### config.mk
export PLATFORM = sky130hd
export DESIGN_NAME = fetch_unit
export DESIGN_NICKNAME = d
export VERILOG_FILES = /design/src/rtl/fetch_unit.sv
export SDC_FILE = /design/constraint.sdc
export NUM_CORES = 1
export LEC_CHECK = 0
export CORE_MARGIN = 3
export CORE_UTILIZATION = 57
export DETAILED_ROUTE_END_ITERATION = 8
export PLACE_DENSITY = 0.86
export SLEW_MARGIN = 30
export SYNTH_ARGS = -nofsm -noshare
export SYNTH_HDL_FRONTEND = slang
export SYNTH_SLANG_ARGS = --single-unit
### constraint.sdc
create_clock -name clk -period 11.7 [get_ports clk]
set_clock_uncertainty 0.15 [all_clocks]
set_input_delay 2.34 -clock clk [delete_from_list [all_inputs] [get_ports clk]]
set_output_delay 2.34 -clock clk [all_outputs]
set_load 0.01 [all_outputs]
### src/rtl/fetch_unit.sv
// Instruction fetch stage: PC, one-cycle instruction RAM read, skid buffer and valid/ready
// delivery to decode. Optional halt-on-zero-word behaviour is enabled by FETCH_HALT_DETECT_EN.
module fetch_unit #(
    parameter int ADDRESS_BUS_WIDTH = 24,
    parameter int INSTRUCTION_WIDTH = 33,
    parameter int IMEM_WORDS        = 64,
    parameter int RESET_PC          = 0,
    parameter int BUF_DEPTH         = 2
) (
    input  logic                         clk,
    input  logic                         rst,
    input  logic                         start,
    output logic [ADDRESS_BUS_WIDTH-1:0] iram_address,
    output logic                         iram_read_not_write,
    input  logic [INSTRUCTION_WIDTH-1:0] iram_data,
    output logic                         instr_valid,
    output logic [INSTRUCTION_WIDTH-1:0] instr,
    output logic [ADDRESS_BUS_WIDTH-1:0] instr_pc,
    input  logic                         instr_ready,
    input  logic                         redirect_valid,
    input  logic [ADDRESS_BUS_WIDTH-1:0] redirect_pc,
    output logic                         halted
);

    localparam int PTR_W = (BUF_DEPTH > 1) ? $clog2(BUF_DEPTH) : 1;
    localparam int CNT_W = $clog2(BUF_DEPTH + 2);
    localparam logic [ADDRESS_BUS_WIDTH-1:0] LAST_PC  = ADDRESS_BUS_WIDTH'(IMEM_WORDS - 1);
    localparam logic [ADDRESS_BUS_WIDTH-1:0] PC_RESET = ADDRESS_BUS_WIDTH'(RESET_PC);
    localparam logic [PTR_W-1:0]             LAST_PTR = PTR_W'(BUF_DEPTH - 1);
    localparam logic [CNT_W-1:0]             DEPTH_C  = CNT_W'(BUF_DEPTH);

    typedef enum logic [1:0] {
        S_IDLE   = 2'd0,
        S_RUN    = 2'd1,
        S_HALTED = 2'd2
    } state_t;

    state_t                         r_state;
    state_t                         w_state_nxt;
    logic [ADDRESS_BUS_WIDTH-1:0]   r_pc;
    logic                           r_inflight;
    logic [ADDRESS_BUS_WIDTH-1:0]   r_inflight_pc;
    logic [INSTRUCTION_WIDTH-1:0]   r_buf_instr [BUF_DEPTH];
    logic [ADDRESS_BUS_WIDTH-1:0]   r_buf_pc    [BUF_DEPTH];
    logic [PTR_W-1:0]               r_head;
    logic [PTR_W-1:0]               r_tail;
    logic [CNT_W-1:0]               r_count;
    logic                           r_stop;

    logic                           w_pop;
    logic                           w_push;
    logic                           w_issue;
    logic                           w_stop_set;
    logic                           w_halt_enter;
    logic [CNT_W-1:0]               w_occ;

    function automatic logic [PTR_W-1:0] next_ptr(input logic [PTR_W-1:0] ptr);
        return (ptr == LAST_PTR) ? {PTR_W{1'b0}} : ptr + PTR_W'(1);
    endfunction

    assign instr_valid         = (r_count != {CNT_W{1'b0}});
    assign instr               = instr_valid ? r_buf_instr[r_head] : {INSTRUCTION_WIDTH{1'b0}};
    assign instr_pc            = instr_valid ? r_buf_pc[r_head] : {ADDRESS_BUS_WIDTH{1'b0}};
    assign iram_address        = r_pc;
    assign iram_read_not_write = 1'b1;
    assign w_pop               = instr_valid & instr_ready;
    // Occupancy the buffer will need if the read in flight lands and the head leaves this cycle.
    assign w_occ               = r_count + CNT_W'(r_inflight) - CNT_W'(w_pop);
    assign w_halt_enter        = r_stop & w_pop & (r_count == CNT_W'(1));

`ifdef FETCH_HALT_DETECT_EN
    assign w_stop_set = w_push & (iram_data == {INSTRUCTION_WIDTH{1'b0}});
    assign halted     = (r_state == S_HALTED);
`else
    assign w_stop_set = 1'b0;
    assign halted     = 1'b0;
`endif

    // State register.
    always_ff @(posedge clk) begin
        if (rst) begin
            r_state <= S_IDLE;
        end else begin
            r_state <= w_state_nxt;
        end
    end

    // Next-state decode; a redirect always lands the machine in RUN unless it is idle.
    always_comb begin
        w_state_nxt = r_state;
        case (r_state)
            S_IDLE: begin
                if (!redirect_valid && start) begin
                    w_state_nxt = S_RUN;
                end else begin
                    w_state_nxt = S_IDLE;
                end
            end
            S_RUN: begin
                if (!redirect_valid && w_halt_enter) begin
                    w_state_nxt = S_HALTED;
                end else begin
                    w_state_nxt = S_RUN;
                end
            end
`ifdef FETCH_HALT_DETECT_EN
            S_HALTED: begin
                if (redirect_valid) begin
                    w_state_nxt = S_RUN;
                end else begin
                    w_state_nxt = S_HALTED;
                end
            end
`endif
            default: begin
                w_state_nxt = S_IDLE;
            end
        endcase
    end

    // State-dependent controls: issue a read and accept returning data.
    always_comb begin
        w_issue = 1'b0;
        w_push  = 1'b0;
        if ((r_state == S_RUN) && !redirect_valid && !r_stop && (w_occ < DEPTH_C)) begin
            w_issue = 1'b1;
        end else begin
            w_issue = 1'b0;
        end
        if (r_inflight && !redirect_valid && !r_stop) begin
            w_push = 1'b1;
        end else begin
            w_push = 1'b0;
        end
    end

    // Program counter and the tag of the read currently in flight.
    always_ff @(posedge clk) begin
        if (rst) begin
            r_pc          <= PC_RESET;
            r_inflight    <= 1'b0;
            r_inflight_pc <= {ADDRESS_BUS_WIDTH{1'b0}};
        end else if (redirect_valid) begin
            r_pc       <= redirect_pc;
            r_inflight <= 1'b0;
        end else if (w_issue) begin
            r_inflight_pc <= r_pc;
            r_pc          <= (r_pc == LAST_PC) ? {ADDRESS_BUS_WIDTH{1'b0}} : r_pc + ADDRESS_BUS_WIDTH'(1);
            r_inflight    <= 1'b1;
        end else begin
            r_inflight <= 1'b0;
        end
    end

    // Skid buffer: circular queue, flushed by redirect; r_stop blocks words after a halt word.
    always_ff @(posedge clk) begin
        if (rst) begin
            r_head  <= {PTR_W{1'b0}};
            r_tail  <= {PTR_W{1'b0}};
            r_count <= {CNT_W{1'b0}};
            r_stop  <= 1'b0;
            for (int i = 0; i < BUF_DEPTH; i++) begin
                r_buf_instr[i] <= {INSTRUCTION_WIDTH{1'b0}};
                r_buf_pc[i]    <= {ADDRESS_BUS_WIDTH{1'b0}};
            end
        end else if (redirect_valid) begin
            r_head  <= {PTR_W{1'b0}};
            r_tail  <= {PTR_W{1'b0}};
            r_count <= {CNT_W{1'b0}};
            r_stop  <= 1'b0;
        end else begin
            if (w_push) begin
                r_buf_instr[r_tail] <= iram_data;
                r_buf_pc[r_tail]    <= r_inflight_pc;
                r_tail              <= next_ptr(r_tail);
            end
            if (w_pop) begin
                r_head <= next_ptr(r_head);
            end
            if (w_stop_set) begin
                r_stop <= 1'b1;
            end
            r_count <= r_count + CNT_W'(w_push) - CNT_W'(w_pop);
        end
    end

endmodule

### Where the registers sit, run 1

Other sequential cells in the stronger gray, the rest of the logic in the fainter gray.
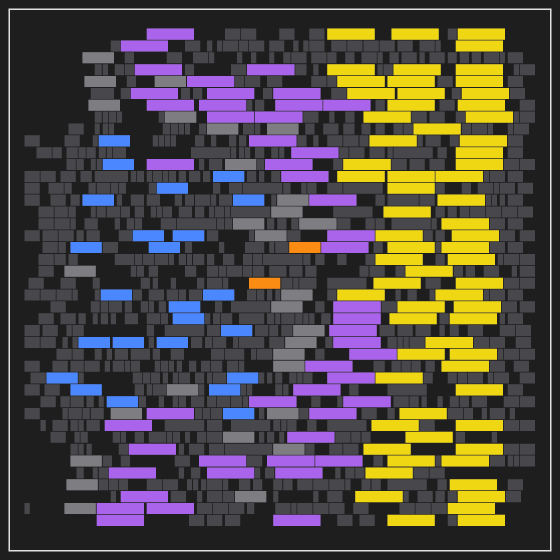
[r_buf_pc] purple | placed flops: 48
[r_buf_instr] yellow | placed flops: 66 | where: a vertical strip on the right
[r_count] orange | placed flops: 2
[iram_address] blue | placed flops: 24
not colored: 29
fraction of area in registers: 0.454
register area: 4530 µm²

### Cell classes on the final placement, run 1

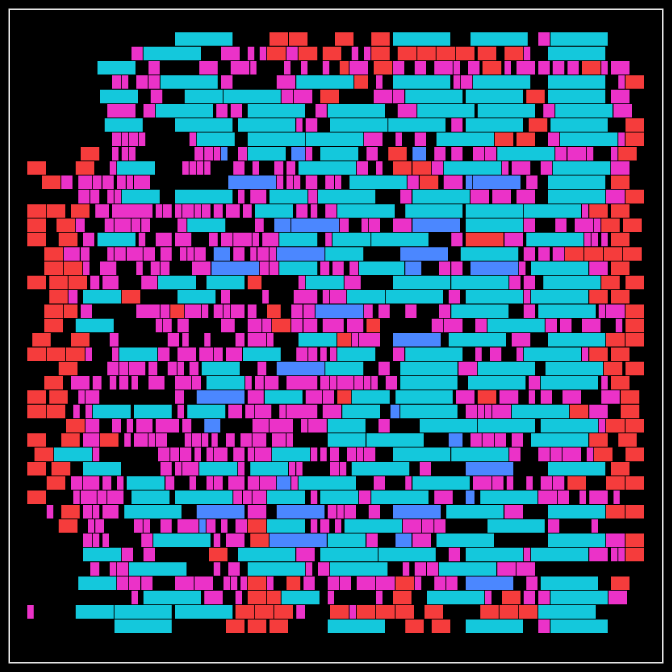
[all other logic] magenta | cells: 519
[flip-flops] cyan | cells: 169
[clock drivers and dummy loads] blue | cells: 32
[other buffers and delay cells] red | cells: 154
num rows: 42
post-layout util: 0.745
core footprint: 13,400 µm²
Final Instance Area: 9980 µm²

==> results.yml, run 1 <==
# generated from flow reports
final_timing:
  hold_violations: 0
  final.period_utilization: 0.404
  worst_pin_slew_ns: 0.858
  fin_setup_tns_ns: 0
  fin_crit_ns: 4.73
  max_freq_ghz: 0.212
pwr:
  peakVddDrop_uv: 92.3
  leakagePower_nw: 3.41
  p_per_area_nw_per_um2: 130
routing:
  routedWlPerCell_um: 18.1
  ant_nets: 0
  drc_errors: 0
  wl_met1_um: 8000
  wl_um: 19000
  vias: 6069
synthesis:
  async_flop_share: 0
  yosysUniqueCellTypes: 54
  logic_family: "simple AND/OR/NAND/NOR gates"
  ff_type: "edfxtp_1"
  avgSynthCellArea_um2: 10.7
  synth_area_um2: 7920
  synth_flops: 169
  ys_sh_adder: 0.00316
cells_and_area:
  nets: 925
  fill_cells: 879
  final_layout_size_suffix_gt1_frac: 0.0664
job:
  drv_cap: 0
  tool_warnings: 26
floorplanning:
  die_y_um: 124
run_status:
  outcome: "complete, no violations"
critical_path:
  timing.critical_path.depth: 7
  cp.required_ns: 11.87
  worstSetupPathType: "in -> reg"
  slowest_stage: "inv_1"
  crit_buf_inv: 4
worst_hold_path:
  min_to: "r_inflight_pc[19]$_SDFFE_PP0P_"
clock_tree:
  cts_setup_buffers: 0
  clk_pin_slew_ns: 0.07
  root_buffer: "clkbuf_16"
placed_design:
  hpwl_um: 12200
  io_buffer_count: 143
  place_congestion: 0.903
grt:
  grt_pass1_vias: 6222
### Clock distribution, run 1

The bar under the picture is 20 µm long.
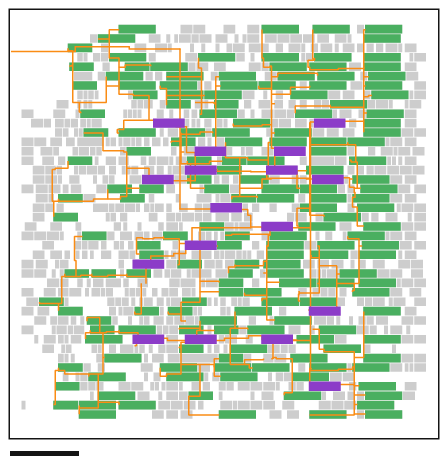
[clock wires] orange | length: 1,770 µm
[cells driving clock nets] purple | count: 17
[flip-flops] green | count: 169
routed clock nets: 18
flops lie: spread over the die
Clk Latency, worst-skew pair: 0.42 ns
Clock Power: 0.000523 W
Clk pwr share: 0.403

### The clock network, run 1

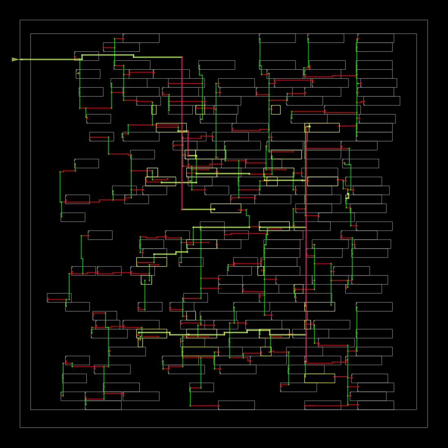
CTS buffer count: 17
# clk buffers: 17
CTS sink count: 169

run 1: Yosys cell counts, drive strengths merged (2+ instances only):
library cell  count  share of area
a2111oi           7         0.0085
a211o             2         0.0022
a211oi            9         0.0085
a21bo             2         0.0025
a21oi            40          0.025
a221oi            5         0.0055
a311oi            4         0.0044
a31oi             5         0.0040
a32oi             2         0.0022
and2            116          0.092
and3              5         0.0040
and4              3         0.0035
buf              10         0.0095
clkbuf           45          0.024
conb              2        0.00095
dfxtp            55           0.14
edfxtp          114           0.43
ha                2         0.0032
inv              15         0.0071
mux2i            58          0.073
nand2            69          0.033
nand2b            2         0.0016
nand3            13         0.0082
nand4             7         0.0071
nor2             81          0.038
nor2b             3         0.0024
nor3             15          0.010
nor4              7         0.0074
o21a              3         0.0028
o21ai            18          0.011
o22ai             3         0.0024
o31ai             2         0.0019
or4               2         0.0024
xnor2             5         0.0055
xor2              4         0.0044
run 1: per-layer routing:
| metal | vias to the layer above | track usage |
|---|---|---|
| li1 | 2843 | - |
| met1 | 2909 | 0.337 |
| met2 | 282 | 0.405 |
| met3 | 35 | 0.0622 |
| met4 | 0 | 0.0969 |
| met5 | - | 0 |
run 1: metrics by stage:
stage	instance area, µm²	util	setup WS [ns]	hold WS (ns)	power (W)
finish	9980	0.745	6.97	0.313	0.00130
floorplan	7920	-	4.21	0.290	0.000735
global placement	9410	0.703	6.73	0.296	0.000782
global route	9980	0.745	6.77	0.339	0.00134
detailed placement	9410	0.703	6.59	0.306	0.000786
CTS	9960	0.744	6.79	0.316	0.00130
run 1: worst max path at each step:
| stage | startpoint | to | slack [ns] |
|---|---|---|---|
| 6_report | redirect_valid | iram_address[19]$_SDFFE_PP0P_ | 6.97 |
| 5_1_grt | redirect_valid | iram_address[19]$_SDFFE_PP0P_ | 6.77 |
| 4_1_cts | flop | instr[32] | 6.79 |
| 3_5_place_dp | redirect_valid | iram_address[19]$_SDFFE_PP0P_ | 6.59 |
| 3_3_place_gp | redirect_valid | iram_address[19]$_SDFFE_PP0P_ | 6.73 |
| 2_1_floorplan | redirect_valid | r_buf_instr[0][0]$_SDFFCE_PN0P_ | 4.21 |
run 1: worst min-delay path, cell delays in order, from the launching register on:
cell and delay, ns:
dfxtp_1 0.31, nand2_1 0.05, a21oi_1 0.05
run 1: report_power, final:
group          switching [W]  total (W)  leakage [nW]  internal (W)
Combinational      0.0000506  0.0000976          1.52     0.0000470
Sequential         0.0000189   0.000677          1.63      0.000658
Clock               0.000230   0.000523         0.259      0.000292
Total               0.000300    0.00130          3.41      0.000998
run 1: layout make-up:
class | instances | area [µm²] | share of cell area
sequential | 169 | 4530 | 0.454
multi-input combinational | 504 | 3110 | 0.311
timing repair buffer | 154 | 1520 | 0.152
clock buffer | 17 | 425 | 0.0426
tap | 176 | 220 | 0.0221
clock inverter | 15 | 125 | 0.0125
inverter | 15 | 56.3 | 0.00564
run 1: state kept, by name (all words and copies together), names as in the netlist, named ones only:
name and flops:
r_head 1, r_inflight_pc 24, r_inflight 1, r_state 1
r_buf_pc 48, iram_address 24, r_tail 1, r_count 2
r_buf_instr 66
### Selected gate families, run 1

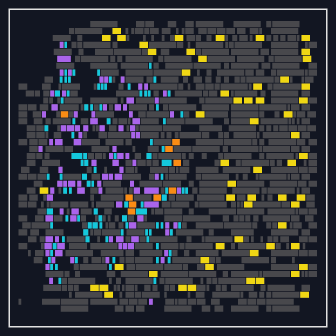

==> inputs of run 2 (changes only) <==
--- a/config.mk
+++ b/config.mk
@@ -6,9 +6,9 @@
 export NUM_CORES = 1
 export LEC_CHECK = 0
 export CORE_MARGIN = 3
-export CORE_UTILIZATION = 57
+export CORE_UTILIZATION = 53
 export DETAILED_ROUTE_END_ITERATION = 8
-export PLACE_DENSITY = 0.86
+export PLACE_DENSITY = 0.81
 export SLEW_MARGIN = 30
 export SYNTH_ARGS = -nofsm -noshare
 export SYNTH_HDL_FRONTEND = slang
==> constraint.sdc (replaced) <==
create_clock -name clk -period 4.8 [get_ports clk]
set_clock_uncertainty 0.15 [all_clocks]
set_input_delay 0.96 -clock clk [delete_from_list [all_inputs] [get_ports clk]]
set_output_delay 0.96 -clock clk [all_outputs]
set_load 0.01 [all_outputs]
### Selected gate families, run 2

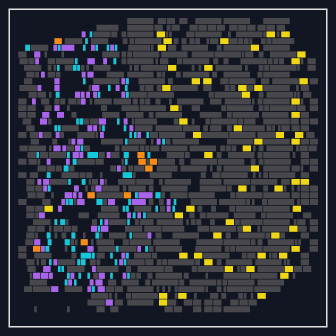
[multiplexers] yellow | cells: 58
[XOR/XNOR gates] orange | cells: 9
[NAND gates] cyan | cells: 93
[inverting AOI/OAI gates] purple | cells: 96
most numerous logic cell after layout: clkdlybuf4s50_1
Comb area share: 0.310
post-route insts no fill: 1,059

==> results.yml, run 2 <==
# generated from flow reports
synthesis:
  synth_top_area_share: 0.432
  logic_family: "simple AND/OR/NAND/NOR gates"
  area_leaders: "edfxtp_1, dfxtp_1, and2_1, mux2i_1, nor2_1"
  synth_area_um2: 7920
  yosys.area.top_type: "edfxtp_1"
  async_flop_share: 0
  avgSynthCellArea_um2: 10.7
  ff_type: "edfxtp_1"
  synth_flops: 169
routing:
  drc_errors: 0
  wl_um: 19100
  vias: 5937
  ant_nets: 0
pwr:
  switching_power_w: 0.000695
  seq_power_share: 0.503
  power_frac_comb: 0.072
  p_sw_frac: 0.212
  peakVddDrop_uv: 197
  p_per_area_nw_per_um2: 326
  leakagePower_nw: 3.46
floorplanning:
  die_y_um: 128
  row_count: 44
  core_um2: 14600
clock_tree:
  cts_setup_buffers: 0
  root_buffer: "clkbuf_16"
  cts_sinks: 169
critical_path:
  cp.required_ns: 3.69
  worstSetupPathType: "reg -> out"
  crit_path_start: "r_count[1]$_SDFF_PP0_"
placed_design:
  place_congestion: 0.867
  placed_cell_area_um2: 9430
  io_buffer_count: 143
cells_and_area:
  largest_reg_flops: 66
  reg.largest.list: "r_buf_instr (66), r_buf_pc (48)"
  final_layout_size_suffix_gt1_frac: 0.0663
final_timing:
  worst_pin_slew_ns: 0.807
  fin_crit_ns: 3.45
  hold_violations: 0
  max_freq_ghz: 0.290
  setup_ws_ns: 1.35
run_status:
  outcome: "complete, no violations"
job:
  tool_warnings: 27
==> run 2: cell families (layout without fill, tap and decap cells) <==
family                     count (synthesis)  count (layout)
adders and majority gates                  2               2
DFF                                      169             169
muxes                                     58              58
AOI/OAI and AO/OA                        106             106
buffers and inverters                     70             202
xor gates and xnor gates                   9               9
and+or+nand+nor                          327             327
other                                      2               2
==> run 2: power groups by stage <==
stage / logic (W) / clock network [W] / registers, W
finish: 0.000238 / 0.00140 / 0.00165
CTS: 0.000237 / 0.00141 / 0.00165
global route: 0.000258 / 0.00148 / 0.00166
detailed placement: 0.000235 / 0 / 0.00168
global placement: 0.000231 / 0 / 0.00168
floorplan: 0.000116 / 0 / 0.00168
==> run 2: final cells by class <==
cell class	count	area [µm²]
Timing Repair Buffer	155	1530
Multi-Input combinational cell	504	3120
Tap cell	184	230
Inverter	15	56.3
Clock inverter	8	116
Fill cell	1064	4520
Sequential cell	169	4530
Clock buffer	24	492
==> run 2: layer usage <==
| layer | vias up | track usage | part of all wire |
|---|---|---|---|
| met5 | - | 0 | 0 |
| met4 | 0 | 0.0805 | 0.018 |
| li1 | 2854 | - | - |
| met2 | 225 | 0.379 | 0.49 |
| met1 | 2829 | 0.309 | 0.43 |
| met3 | 29 | 0.0642 | 0.061 |
==> run 2: how the worst min path moves through the flow <==
stage	from	endpoint	slack, ns	cells past startpoint
after detailed placement	r_inflight_pc[11]$_SDFFE_PP0P_	r_inflight_pc[11]$_SDFFE_PP0P_	0.31	2
after floorplan	r_inflight_pc[0]$_SDFFE_PP0P_	r_inflight_pc[0]$_SDFFE_PP0P_	0.29	2
after CTS	r_inflight_pc[11]$_SDFFE_PP0P_	r_inflight_pc[11]$_SDFFE_PP0P_	0.32	2
after global routing	r_inflight_pc[11]$_SDFFE_PP0P_	r_inflight_pc[11]$_SDFFE_PP0P_	0.34	2
final	r_inflight_pc[11]$_SDFFE_PP0P_	r_inflight_pc[11]$_SDFFE_PP0P_	0.32	2
after global placement	r_inflight_pc[13]$_SDFFE_PP0P_	r_inflight_pc[13]$_SDFFE_PP0P_	0.30	2
==> run 2: stage by stage <==
stage | instances | hold slack (ns) | total power, W
6_report | 1059 | 0.317 | 0.00328
5_1_grt | 1059 | 0.338 | 0.00340
4_1_cts | 1058 | 0.317 | 0.00330
3_5_place_dp | 1026 | 0.309 | 0.00192
3_3_place_gp | 1026 | 0.299 | 0.00191
2_1_floorplan | 743 | 0.290 | 0.00179
==> run 2: critical path, cell delays in order (launching register included) <==
cell             delay (ns)
dfxtp_1                0.38
nor2_4                 0.41
buf_4                  0.47
nor2_1                 0.14
clkdlybuf4s50_1        0.50
Power figures rest on the tool's default switching activity, not on a simulated workload.
